`src/rtl/pc_fetch_unit.sv`:
```
// pc_fetch_unit: fetch-stage program counter and I-cache request controller.
//
// Holds the architectural fetch PC and selects the next one from the PC+4
// adder or an execute-stage redirect. The PC is frozen while the I-cache
// request is outstanding. A redirect that arrives during a miss is parked
// in redir_pc and applied once the outstanding request completes.
//
// Optional feature: define PC_MISS_CNT_EN to add the MissCycles output.
// This is a saturating count of cycles in which the request is pending
// but the cache is not ready.

module pc_fetch_unit #(
  parameter int              XLEN     = 32,
  parameter logic [XLEN-1:0] RESET_PC = '0
) (
  input  logic            clk,
  input  logic            rst_n,
  input  logic [XLEN-1:0] PCPlus4,
  input  logic [XLEN-1:0] PCTargetE,
  input  logic            PCSrcE,
  input  logic            StallF,
  input  logic            IC_Ready,
  output logic [XLEN-1:0] PC,
  output logic            IC_Req,
  output logic            FetchValid
`ifdef PC_MISS_CNT_EN
  ,
  output logic [31:0]     MissCycles
`endif
);

  typedef enum logic [1:0] {
    IDLE  = 2'd0,
    FETCH = 2'd1,
    DRAIN = 2'd2
  } state_t;

  // Clears the two byte-offset bits so that every PC stays word-aligned.
  localparam logic [XLEN-1:0] ALIGN_MASK = ~{{(XLEN-2){1'b0}}, 2'b11};

  state_t          state, state_next;
  logic [XLEN-1:0] pc_next;
  logic [XLEN-1:0] redir_pc, redir_next;
  logic [XLEN-1:0] target_aligned;
  logic [XLEN-1:0] plus4_aligned;

  assign target_aligned = PCTargetE & ALIGN_MASK;
  assign plus4_aligned  = PCPlus4   & ALIGN_MASK;

  // State, PC and parked-redirect registers; reset takes effect immediately.
  // NOTE: sequential state uses non-blocking (<=) so every register samples
  // pre-edge values regardless of statement order.
  always_ff @(posedge clk or negedge rst_n) begin
    if (!rst_n) begin
      state    <= IDLE;
      PC       <= RESET_PC;
      redir_pc <= '0;
    end else begin
      state    <= state_next;
      PC       <= pc_next;
      redir_pc <= redir_next;
    end
  end

  // Next-state, next-PC and request/accept outputs.
  // NOTE: every signal written here is given a default first, so no path
  // leaves one unassigned and no latch is inferred.
  always_comb begin
    state_next = state;
    pc_next    = PC;
    redir_next = redir_pc;
    IC_Req     = 1'b0;
    FetchValid = 1'b0;

    case (state)
      IDLE: begin
        state_next = FETCH;
      end

      FETCH: begin
        IC_Req     = 1'b1;
        FetchValid = IC_Ready & ~StallF & ~PCSrcE;
        if (IC_Ready) begin
          // A redirect overrides a hazard stall. The stalled PC holds.
          if (PCSrcE)       pc_next = target_aligned;
          else if (!StallF) pc_next = plus4_aligned;
        end else if (PCSrcE) begin
          // The miss cannot be aborted. Park the target until the fill completes.
          redir_next = target_aligned;
          state_next = DRAIN;
        end
      end

      DRAIN: begin
        // The drained instruction belongs to the wrong path, so FetchValid stays 0.
        IC_Req = 1'b1;
        if (PCSrcE) redir_next = target_aligned;
        if (IC_Ready) begin
          pc_next    = PCSrcE ? target_aligned : redir_pc;
          state_next = FETCH;
        end
      end

      default: begin
        state_next = IDLE;
      end
    endcase
  end

`ifdef PC_MISS_CNT_EN
  logic [31:0] miss_cnt;

  // Saturating count of cycles in which the request waits on the cache.
  always_ff @(posedge clk or negedge rst_n) begin
    if (!rst_n) begin
      miss_cnt <= '0;
    end else if (IC_Req && !IC_Ready && (miss_cnt != 32'hFFFF_FFFF)) begin
      miss_cnt <= miss_cnt + 32'd1;
    end
  end

  assign MissCycles = miss_cnt;
`endif

endmodule

```
`config.mk`:
```
export PLATFORM = sky130hd
export DESIGN_NAME = pc_fetch_unit
export DESIGN_NICKNAME = d
export VERILOG_FILES = /design/src/rtl/pc_fetch_unit.sv
export SDC_FILE = /design/constraint.sdc
export NUM_CORES = 1
export LEC_CHECK = 0
export ABC_AREA = 1
export CORE_MARGIN = 2
export CORE_UTILIZATION = 51
export CTS_BUF_LIST = sky130_fd_sc_hd__clkbuf_16
export CTS_CLUSTER_SIZE = 14
export DETAILED_ROUTE_END_ITERATION = 6
export HOLD_SLACK_MARGIN = 0.05
export PLACE_DENSITY_LB_ADDON = 0.3
export SETUP_SLACK_MARGIN = 0.05
export SYNTH_ARGS = -nofsm -noshare
export SYNTH_HDL_FRONTEND = slang
export SYNTH_SLANG_ARGS = --single-unit
```
`constraint.sdc`:
```
create_clock -name clk -period 3.75 [get_ports clk]
set_clock_uncertainty 0.2 [all_clocks]
set_input_delay 0.5625 -clock clk [delete_from_list [all_inputs] [get_ports clk]]
set_output_delay 0.5625 -clock clk [all_outputs]
set_load 0.05 [all_outputs]
```
==> images/metal_density.png <==
Drawn at 3 px/um. 17 x 17 tiles, from dark purple (low) to yellow (high), scaled to the fullest tile. Values are wire area over tile area, all layers added.
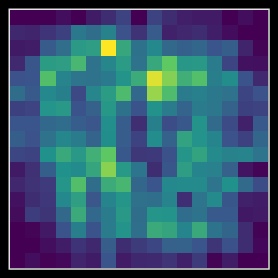
The emptiest ninth of the die: lower left. The densest ninth of the die: top centre. 7.3% of the tiles are nearly empty. The fullest tile reaches 0.67. The mean over all tiles is 0.21. 19% of the tiles are over half the peak.

==> images/logic_types.png <==
Drawn at 4 px/um.
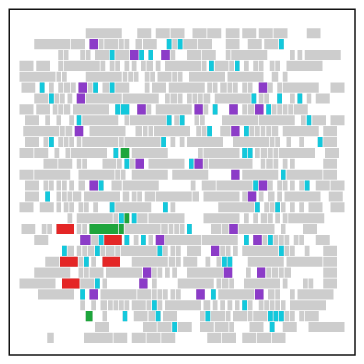
Key: cyan = inverters [cells 70, most used inv_1]; purple = inverting AOI/OAI gates [cells 30, most used o22ai_1]; red = adder and majority cells [cells 5, most used ha_1, where lower left]; green = NOR gates [cells 5, most used nor2_1]

==> impl_metrics.tcl <==
# implementation run metrics
set metrics [dict create \
    status "finished, final reports clean" \
    switching_share 0.462 \
    worst_hold_path_type "primary input to asynchronous set/reset pin" \
    cp_max_fo 33 \
    row_count 29 \
    yosys-mux-area-fraction 0 \
    postCtsSetupBuffers 0 \
    cell_count_in_the_yosys_report 471 \
    min_period_over_period 0.750 \
    globalRoute.totalOverflow 0 \
    ctsHtreeMaxLevel 3 \
    simple_gate_area_frac 0.321 \
    internal_pwr_total_w 0.00223 \
    fmax_mhz 356 \
    critPathLaunch "PCSrcE" \
    top_cells_by_count "233 x sky130_fd_sc_hd__nand2_1, 68 x sky130_fd_sc_hd__inv_1, 66 x sky130_fd_sc_hd__dfrtp_1" \
    hold_viol 0 \
    mostFrequentLayoutCells "233 x sky130_fd_sc_hd__nand2_1, 96 x sky130_fd_sc_hd__clkdlybuf4s50_1, 71 x sky130_fd_sc_hd__inv_1" \
    crit-reg2reg-launch "state[0]$_DFFE_PN0P_" \
    wire_length_of_the_first_global_routing_pass_mm 15.6 \
    antenna_left 0 \
    final_cell_area_um2 4670 \
    wl_met3_um 657 \
    first_global_vias 3447 \
    ys.flops 66 \
    post_cts_hold_buffer_count 0 \
    power_density_nw_per_um2 888 \
    power.ir.vdd_worst_uv 616 \
    grt_use_total 0.269 \
    port_buffers 98 \
    pin_count 103 \
    yosysChipArea_um2 3430 \
    synthesis.yosys.warnings 0 \
    pg_comb_w 0.00217 \
    top_power_group "combinational logic" \
    synth.top_cells.by_area "sky130_fd_sc_hd__dfrtp_1 48%, sky130_fd_sc_hd__nand2_1 25%, sky130_fd_sc_hd__inv_1 7.4%" \
    leakagePower_nw 2.51 \
    cts_buffers 9 \
]
==> images/wires.png <==
Drawn at 4 px/um. Two of the layers only.
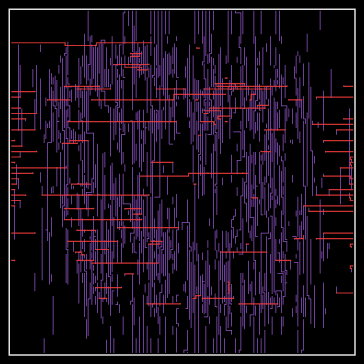
Key: red = metal 3 [wire length 658 um]; purple = metal 2 [wire length 4940 um]

## sequential cells by signal, summed over array words and instances, names as in the netlist
signal	count
PC	32
redir_pc	32
state	2
## per-layer routing
| metal | global-route usage | up-vias |
|---|---|---|
| li1 | - | 1609 |
| met1 | 0.331 | 1627 |
| met2 | 0.475 | 165 |
| met3 | 0.0520 | 16 |
| met4 | 0.0851 | 0 |
| met5 | 0 | - |
## worst max-delay path: cells and delay by family
family                 cells  cell delay [ps]
AND/OR/NAND/NOR            4             1130
buffers and inverters      2             1110
## layout make-up
cell class,count,area [um^2]
clock buffer,9,225
clock inverter,7,53.8
fill,488,1750
inverter,70,265
multi-input combinational,309,1360
sequential,66,1650
tap,77,96.3
timing repair buffer,103,1020
